**config.mk**
```make
export PLATFORM = sky130hd
export DESIGN_NAME = fib_bcd_converter
export DESIGN_NICKNAME = d
export VERILOG_FILES = /design/src/rtl/fib_bcd_converter_pkg.sv /design/src/rtl/bcd_adjust_digit.sv /design/src/rtl/fib_bcd_converter.sv
export SDC_FILE = /design/constraint.sdc
export NUM_CORES = 1
export LEC_CHECK = 0
export ABC_CLOCK_PERIOD_IN_PS = 3850
export CAP_MARGIN = 20
export CORE_MARGIN = 4
export CORE_UTILIZATION = 53
export CTS_BUF_LIST = sky130_fd_sc_hd__clkbuf_8
export CTS_CLUSTER_SIZE = 14
export DETAILED_ROUTE_END_ITERATION = 12
export MAX_ROUTING_LAYER = met4
export PLACE_DENSITY_LB_ADDON = 0.15
export SETUP_SLACK_MARGIN = 0.05
export SLEW_MARGIN = 20
export SYNTH_ARGS = -nofsm -noshare
export SYNTH_HDL_FRONTEND = slang
export SYNTH_SLANG_ARGS = --single-unit
```
**constraint.sdc**
```tcl
create_clock -name clock -period 3.85 [get_ports clock]
set_clock_uncertainty 0.05 [all_clocks]
set_input_delay 0.77 -clock clock [delete_from_list [all_inputs] [get_ports clock]]
set_output_delay 0.77 -clock clock [all_outputs]
set_load 0.03 [all_outputs]
```
**src/rtl/fib_bcd_converter_pkg.sv**
```systemverilog
// rtl/fib_bcd_converter_pkg.sv - shared state encodings, BCD constants and leading-zero helper
package fib_bcd_converter_pkg;

  typedef enum logic [1:0] {
    IDLE  = 2'd0,
    SHIFT = 2'd1,
    DONE  = 2'd2
  } state_e;

  localparam int         BCD_DIGITS    = 4;
  localparam logic [3:0] ADJ_THRESHOLD = 4'd5;

  // Units digit is never blanked, so bit 0 is always clear.
  function automatic logic [3:0] lz_mask(input logic [15:0] bcd);
    logic l3, l2, l1;
    l3 = (bcd[15:12] == 4'd0);
    l2 = l3 & (bcd[11:8] == 4'd0);
    l1 = l2 & (bcd[7:4] == 4'd0);
    return {l3, l2, l1, 1'b0};
  endfunction

endpackage

```
**src/rtl/bcd_adjust_digit.sv**
```systemverilog
// rtl/bcd_adjust_digit.sv - combinational add-3 correction for one BCD digit
module bcd_adjust_digit
  import fib_bcd_converter_pkg::*;
(
  input  logic [3:0] digit_i,
  output logic [3:0] digit_o
);

  assign digit_o = (digit_i >= ADJ_THRESHOLD) ? digit_i + 4'd3 : digit_i;

endmodule

```
**src/rtl/fib_bcd_converter.sv**
```systemverilog
// rtl/fib_bcd_converter.sv - sequential double-dabble binary to 4-digit BCD converter
module fib_bcd_converter
  import fib_bcd_converter_pkg::*;
#(
  parameter int binwidth = 13,
  parameter int cntwidth = 4
) (
  input  logic                clock,
  input  logic                reset,
  input  logic                start,
  input  logic [binwidth-1:0] bin,
  output logic                ready,
  output logic                done,
  output logic [3:0]          d3,
  output logic [3:0]          d2,
  output logic [3:0]          d1,
  output logic [3:0]          d0,
  output logic [3:0]          lz
);

  localparam logic [cntwidth-1:0] CNT_LOAD = cntwidth'(binwidth);
  localparam logic [cntwidth-1:0] CNT_ONE  = cntwidth'(1);

  state_e              state_q, state_d;
  logic [binwidth-1:0] shift_q, shift_d;
  logic [15:0]         acc_q, acc_d;
  logic [15:0]         acc_adj;
  logic [cntwidth-1:0] cnt_q, cnt_d;
  logic [15:0]         dig_q, dig_d;
  logic [3:0]          lz_q, lz_d;
  logic                done_q, done_d;

  for (genvar g = 0; g < BCD_DIGITS; g++) begin : g_adj
    bcd_adjust_digit u_adj (
      .digit_i (acc_q[4*g +: 4]),
      .digit_o (acc_adj[4*g +: 4])
    );
  end

  always_comb begin
    state_d = state_q;
    shift_d = shift_q;
    acc_d   = acc_q;
    cnt_d   = cnt_q;
    dig_d   = dig_q;
    lz_d    = lz_q;
    done_d  = 1'b0;
    case (state_q)
      IDLE: begin
        if (start) begin
          shift_d = bin;
          acc_d   = '0;
          cnt_d   = CNT_LOAD;
          state_d = SHIFT;
        end
      end
      SHIFT: begin
        // Adjust first, then shift the whole {BCD, binary} word left by one.
        {acc_d, shift_d} = {acc_adj, shift_q} << 1;
        cnt_d = cnt_q - CNT_ONE;
        if (cnt_q == CNT_ONE) begin
          state_d = DONE;
        end
      end
      DONE: begin
        dig_d   = acc_q;
        lz_d    = lz_mask(acc_q);
        done_d  = 1'b1;
        state_d = IDLE;
      end
      default: state_d = IDLE;
    endcase
  end

  always_ff @(posedge clock) begin
    if (reset) begin
      state_q <= IDLE;
      shift_q <= '0;
      acc_q   <= '0;
      cnt_q   <= '0;
      dig_q   <= '0;
      lz_q    <= 4'b1110;
      done_q  <= 1'b0;
    end else begin
      state_q <= state_d;
      shift_q <= shift_d;
      acc_q   <= acc_d;
      cnt_q   <= cnt_d;
      dig_q   <= dig_d;
      lz_q    <= lz_d;
      done_q  <= done_d;
    end
  end

  assign ready = (state_q == IDLE);
  assign done  = done_q;
  assign d3    = dig_q[15:12];
  assign d2    = dig_q[11:8];
  assign d1    = dig_q[7:4];
  assign d0    = dig_q[3:0];
  assign lz    = lz_q;

endmodule

```
Run 1, pin map:
Scale: 4 px per um. Pins as bars across the die edge, other pins in gray.
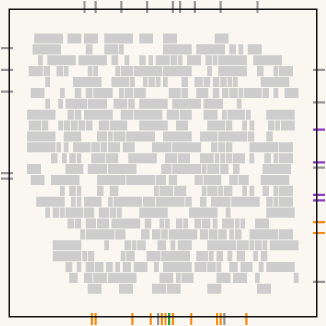
[reset] green | pins: 1 | direction: input | edge: south
[d0] purple | pins: 4 | direction: output | edge: east
[bin] orange | pins: 13 | direction: input | edge: 11 south, 2 east
all pins by edge: 14 south, 10 east, 9 north, 5 west
chip width: 76.5 um
Die H: 76.5 um
I/O Buffers: 36

Run 1, placed cells, one color a class:
Scale: 4 px per um.
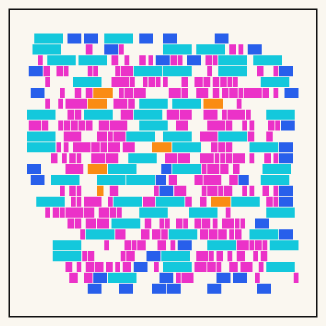
[combinational and other logic] magenta | cells: 224 | share of their area: 45%
[remaining buffers and delay cells] blue | cells: 39 | share of their area: 13%
[clock drivers and dummy loads] orange | cells: 7 | share of their area: 3.1%
[sequential cells] cyan | cells: 55 | share of their area: 39%
Placeable Area: 0.00444 mm2
Seq area share: 37.7%
Rows: 24
Final Instance Area: 0.00292 mm2
Core Util, Final: 65.7%

==> results.json, run 1 <==
{
  "r2r_cells": 4,
  "power_density_mw_per_mm2": 360,
  "p_seq_uw": 608,
  "grt_max_degree": 45,
  "swShare_pct": 25.2,
  "fin_ws_ps": 1250,
  "overflow": 0,
  "min_path_cells": 2,
  "htreeDepth": 2,
  "startpoint_type": "flop",
  "m1WireLength_mm": 2.55,
  "synthArstFlopShare_pct": 0,
  "finalNonFillerCells": 377,
  "fillers": 394,
  "grt_pass1_wl_mm": 8.96,
  "pg_clk_uw": 319,
  "lay_top_count": "dfxtp_1",
  "yosys.stat.seqShare_pct": 44.3,
  "grt_busiest_layer": "met2",
  "cts-resized-gates": 0,
  "cp_data_required_time_ps": 3030,
  "clock_area_share_pct": 3.00,
  "status": "complete, no violations",
  "logic_gates": 212
}
Run 1, routed metal, one color a layer:
Scale: 4 px per um.
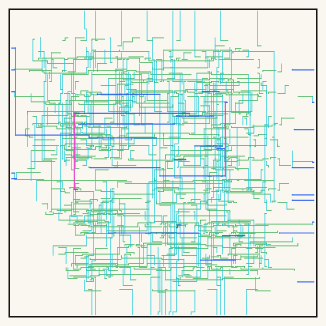
[metal 2] cyan | wire length: 2,310 um
[metal 4] magenta | wire length: 59.2 um
[metal 1] green | wire length: 2,550 um
[metal 3] blue | wire length: 245 um
total wire length: 5.16 mm
vias: 2,072
GRT Total Usage: 18.9%
drt wl/cell: 13.7 um

[run 1: cell usage after synthesis (all sizes together) (7+ instances only)]
master   n  share of area, %
nor3    16               3.2
nand2   34               5.1
buf     12               2.8
ha      12               6.0
o21ai   10               2.0
dfxtp   55                44
clkbuf   8               1.3
nand2b   8               2.1
nor2    40               6.2
o22ai    7               1.8
a21oi   31               6.2
inv     12               1.8
nor2b    8               2.0
a22o    10               3.5
[run 1: cells by family after synthesis]
kind of cell / share of synthesized area (%)
AOI/OAI and AO/OA: 18.6
xor gates and xnor gates: 1.76
adders and majority gates: 6.04
buffers and inverters: 5.89
DFF: 44.3
muxes: 1.61
other: 0.151
and+or+nand+nor: 21.7
==> run 2, diff against run 1 <==
--- a/config.mk
+++ b/config.mk
@@ -5,10 +5,10 @@
 export SDC_FILE = /design/constraint.sdc
 export NUM_CORES = 1
 export LEC_CHECK = 0
-export ABC_CLOCK_PERIOD_IN_PS = 3850
+export ABC_CLOCK_PERIOD_IN_PS = 2200
 export CAP_MARGIN = 20
 export CORE_MARGIN = 4
-export CORE_UTILIZATION = 53
+export CORE_UTILIZATION = 50
 export CTS_BUF_LIST = sky130_fd_sc_hd__clkbuf_8
 export CTS_CLUSTER_SIZE = 14
 export DETAILED_ROUTE_END_ITERATION = 12
==> constraint.sdc (replaced) <==
create_clock -name clock -period 2.2 [get_ports clock]
set_clock_uncertainty 0.05 [all_clocks]
set_input_delay 0.44 -clock clock [delete_from_list [all_inputs] [get_ports clock]]
set_output_delay 0.44 -clock clock [all_outputs]
set_load 0.03 [all_outputs]
Run 2, clock routing:
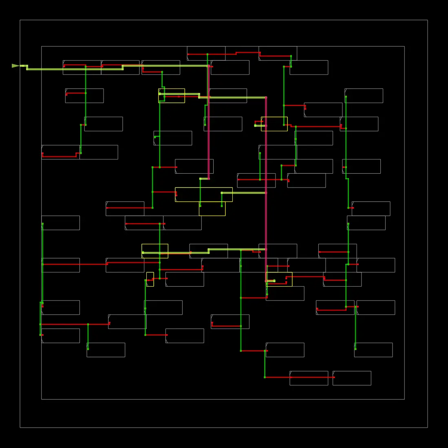
clk latency late pin: 310 ps
clock-net power: 647 uW

Run 2, local utilization:
Scale: 4 px per um. 8 x 8 tiles, from black (low) to pale yellow (high), 0 to 100% covered.
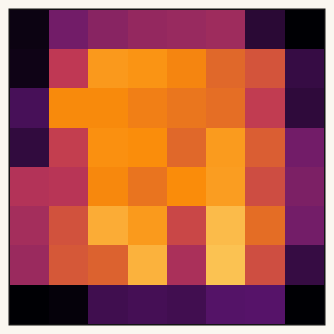
densest ninth of the die: center
emptiest ninth of the die: north-east
nearly empty tiles: 6.2%
fullest tile: 87%
tiles over 75% full: 19%
Initial Util: 52.3%
Core Util, Final: 63.5%
Placeable Area: 0.00475 mm2

==> run 2 against run 1 <==
Compared with the run above: final cell count rose by 5.8%; sequential share of layout area down 1.2 points; combinational power rose by 93%; wire length is 2.6% higher; first-iteration DRC count down 39%; hold slack improved by 0.65 ps; synthesized area unchanged; critical path type unchanged; critical endpoint unchanged; largest cell class unchanged; highest routed layer unchanged.
==> results.json, run 2 <==
{
  "synth-compound-area-share_pct": 18.6,
  "overflow": 0,
  "wl_per_cell_um": 13.3,
  "yosys-top-cells-area": "dfxtp_1, a21oi_1, ha_1, nor2_1, nand2_1",
  "synth_area_leader_cell": "dfxtp_1",
  "power_density_mw_per_mm2": 644,
  "status": "complete, no violations",
  "n_all_buffers": 46,
  "swShare_pct": 24.3,
  "fillers": 413,
  "mux_share_pct": 1.61,
  "grt_max_degree": 46,
  "grt_busiest_layer": "met2",
  "simple_gate_share_pct": 21.7,
  "fa_ha_area_share_pct": 6.04,
  "top_cell": "dfxtp_1",
  "m1WireLength_mm": 2.47,
  "synth_xor_xnor_area_share_pct": 1.76,
  "startpoint_type": "flop",
  "yosys_warnings": 0,
  "flop_area_mm2": 0.00110,
  "grt_pass1_wl_mm": 9.14,
  "common_cells": "dfxtp_1, nor2_1, nand2_1",
  "fin_ws_ps": 168,
  "clock_area_share_pct": 3.40,
  "logic_gates": 212,
  "seq_area_share_pct": 36.5,
  "totalWireLength_mm": 5.30,
  "topCombFamilyByArea": "simple AND/OR/NAND/NOR gates",
  "grt_usage_pct": 18.9,
  "portBuffers": 36,
  "synthArstFlopShare_pct": 0,
  "htreeDepth": 2,
  "cp_data_required_time_ps": 1710,
  "lay_top_count": "dfxtp_1",
  "p_seq_uw": 1060
}
Run 2, pin map:
Scale: 4 px per um. Pins as bars across the die edge, other pins in gray.
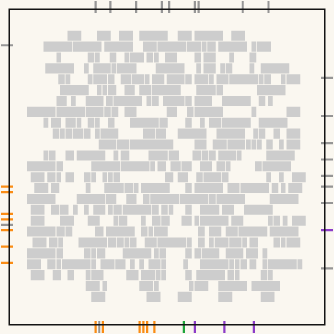
[reset] green | pins: 1 | direction: input | edge: south
[bin] orange | pins: 13 | direction: input | edge: 7 west, 6 south
[d0] purple | pins: 4 | direction: output | edge: 3 south, 1 east
all pins by edge: 11 south, 9 west, 9 east, 9 north
Die H: 78.5 um
chip width: 78.5 um

run 2: worst min-delay path: stages, from the launching register on:
cell and delay [ps]:
dfxtp_1 320, nand2_1 50, a21oi_1 50
run 2: path summary, 6_finish.rpt:
path                                start                       to  slack (ps)  depth (start not counted)
hold / removal      dig_q[8]$_SDFFE_PP0P_    dig_q[8]$_SDFFE_PP0P_         410                          2
setup / recovery  state_q[0]$_SDFFE_PP0P_                    ready         170                          2
hold reg to reg     dig_q[8]$_SDFFE_PP0P_    dig_q[8]$_SDFFE_PP0P_         410                          2
setup reg to reg  state_q[1]$_SDFFE_PP0P_  state_q[1]$_SDFFE_PP0P_         390                          4
==> run 3, diff against run 2 <==
--- a/config.mk
+++ b/config.mk
@@ -10,8 +10,9 @@
 export CORE_MARGIN = 4
 export CORE_UTILIZATION = 50
 export CTS_BUF_LIST = sky130_fd_sc_hd__clkbuf_8
-export CTS_CLUSTER_SIZE = 14
+export CTS_CLUSTER_SIZE = 16
 export DETAILED_ROUTE_END_ITERATION = 12
+export HOLD_SLACK_MARGIN = 0.12
 export MAX_ROUTING_LAYER = met4
 export PLACE_DENSITY_LB_ADDON = 0.15
 export SETUP_SLACK_MARGIN = 0.05
Run 3, clock routing:
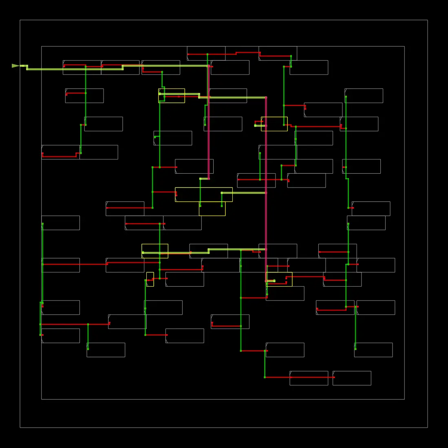
registers: 55
Num CTS Buffers: 5

Run 3, placed cells, one color a class:
Scale: 4 px per um.
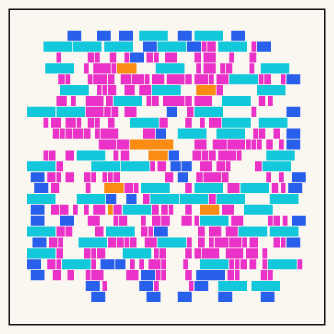
[combinational and other logic] magenta | cells: 224 | share of their area: 44%
[remaining buffers and delay cells] blue | cells: 46 | share of their area: 15%
[sequential cells] cyan | cells: 55 | share of their area: 38%
[clock drivers and dummy loads] orange | cells: 7 | share of their area: 3.5%
Seq area share: 36.5%
Final Instance Area: 0.00302 mm2
Rows: 25

==> run 3 against run 2 <==
Compared with the run above: setup slack did not move; core utilization did not move; final cell count did not move; non-clock buffer count did not move; die size did not move; combinational power barely moved; first-iteration DRC count did not move; hold slack did not move; clock-buffer cell count did not move; critical path depth did not move; synthesized area did not move; critical path type unchanged; largest cell class unchanged.
==> results.json, run 3 <==
{
  "status": "complete, no violations",
  "wl_per_cell_um": 13.3,
  "r2r_cells": 4,
  "grt_busiest_layer": "met2",
  "startpoint_type": "flop",
  "p_seq_uw": 1060,
  "common_cells": "dfxtp_1, nor2_1, nand2_1",
  "grt_pass1_wl_mm": 9.14,
  "crit_path_end": "ready",
  "top_cell": "dfxtp_1",
  "power_density_mw_per_mm2": 644,
  "clk_latency_ps": 310,
  "cp.depth": 2,
  "dieHeight_um": 78.5,
  "min_to": "dig_q[8]$_SDFFE_PP0P_",
  "core_mm2": 0.00475,
  "totalWireLength_mm": 5.30,
  "utilization_pct": 63.5,
  "yosys.stat.seqShare_pct": 44.3,
  "fp_util_pct": 52.3,
  "fillers": 413,
  "ff2ff_setup_slack_ps": 390,
  "vias": 2080,
  "fin_ws_ps": 168,
  "yosys_warnings": 0,
  "portBuffers": 36,
  "r2r-start": "state_q[1]$_SDFFE_PP0P_",
  "reg2reg_to": "state_q[1]$_SDFFE_PP0P_",
  "dieWidth_um": 78.5,
  "min_path_cells": 2,
  "critPathLaunch": "state_q[0]$_SDFFE_PP0P_",
  "grt_max_degree": 46,
  "m1WireLength_mm": 2.47,
  "swShare_pct": 24.3
}
Run 3, local utilization:
Scale: 4 px per um. 8 x 8 tiles, from black (low) to pale yellow (high), 0 to 100% covered.
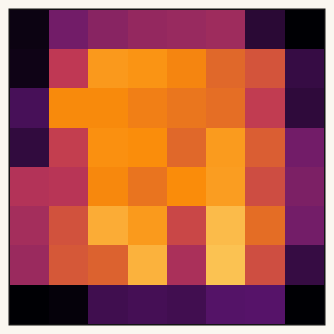
mean over tiles: 48%
densest ninth of the die: center
tiles over 75% full: 19%
emptiest ninth of the die: north-east
nearly empty tiles: 6.2%

run 3: cell counts after synthesis:
No cell type changed its count.
run 3: area by class of cell:
type	instances	area (um2)	area share, %
Timing Repair Buffer	46	448	14.8
Sequential cell	55	1100	36.5
Tap cell	67	83.8	2.78
Multi-Input combinational cell	212	1240	41.0
Clock buffer	5	68.8	2.28
Inverter	12	45.0	1.49
Clock inverter	2	33.8	1.12
run 3: logic make-up after synthesis:
logic type	count (synthesis)	synth area share, %
multiplexers	4	1.61
adder cells (fa/ha/maj)	12	6.04
AND-OR/OR-AND	73	18.6
flip-flops	55	44.3
AND/OR/NAND/NOR	117	21.7
other	1	0.151
XOR/XNOR	5	1.76
buffers and inverters	32	5.89
No activity file was given, so power comes from the tool's default toggle rates.
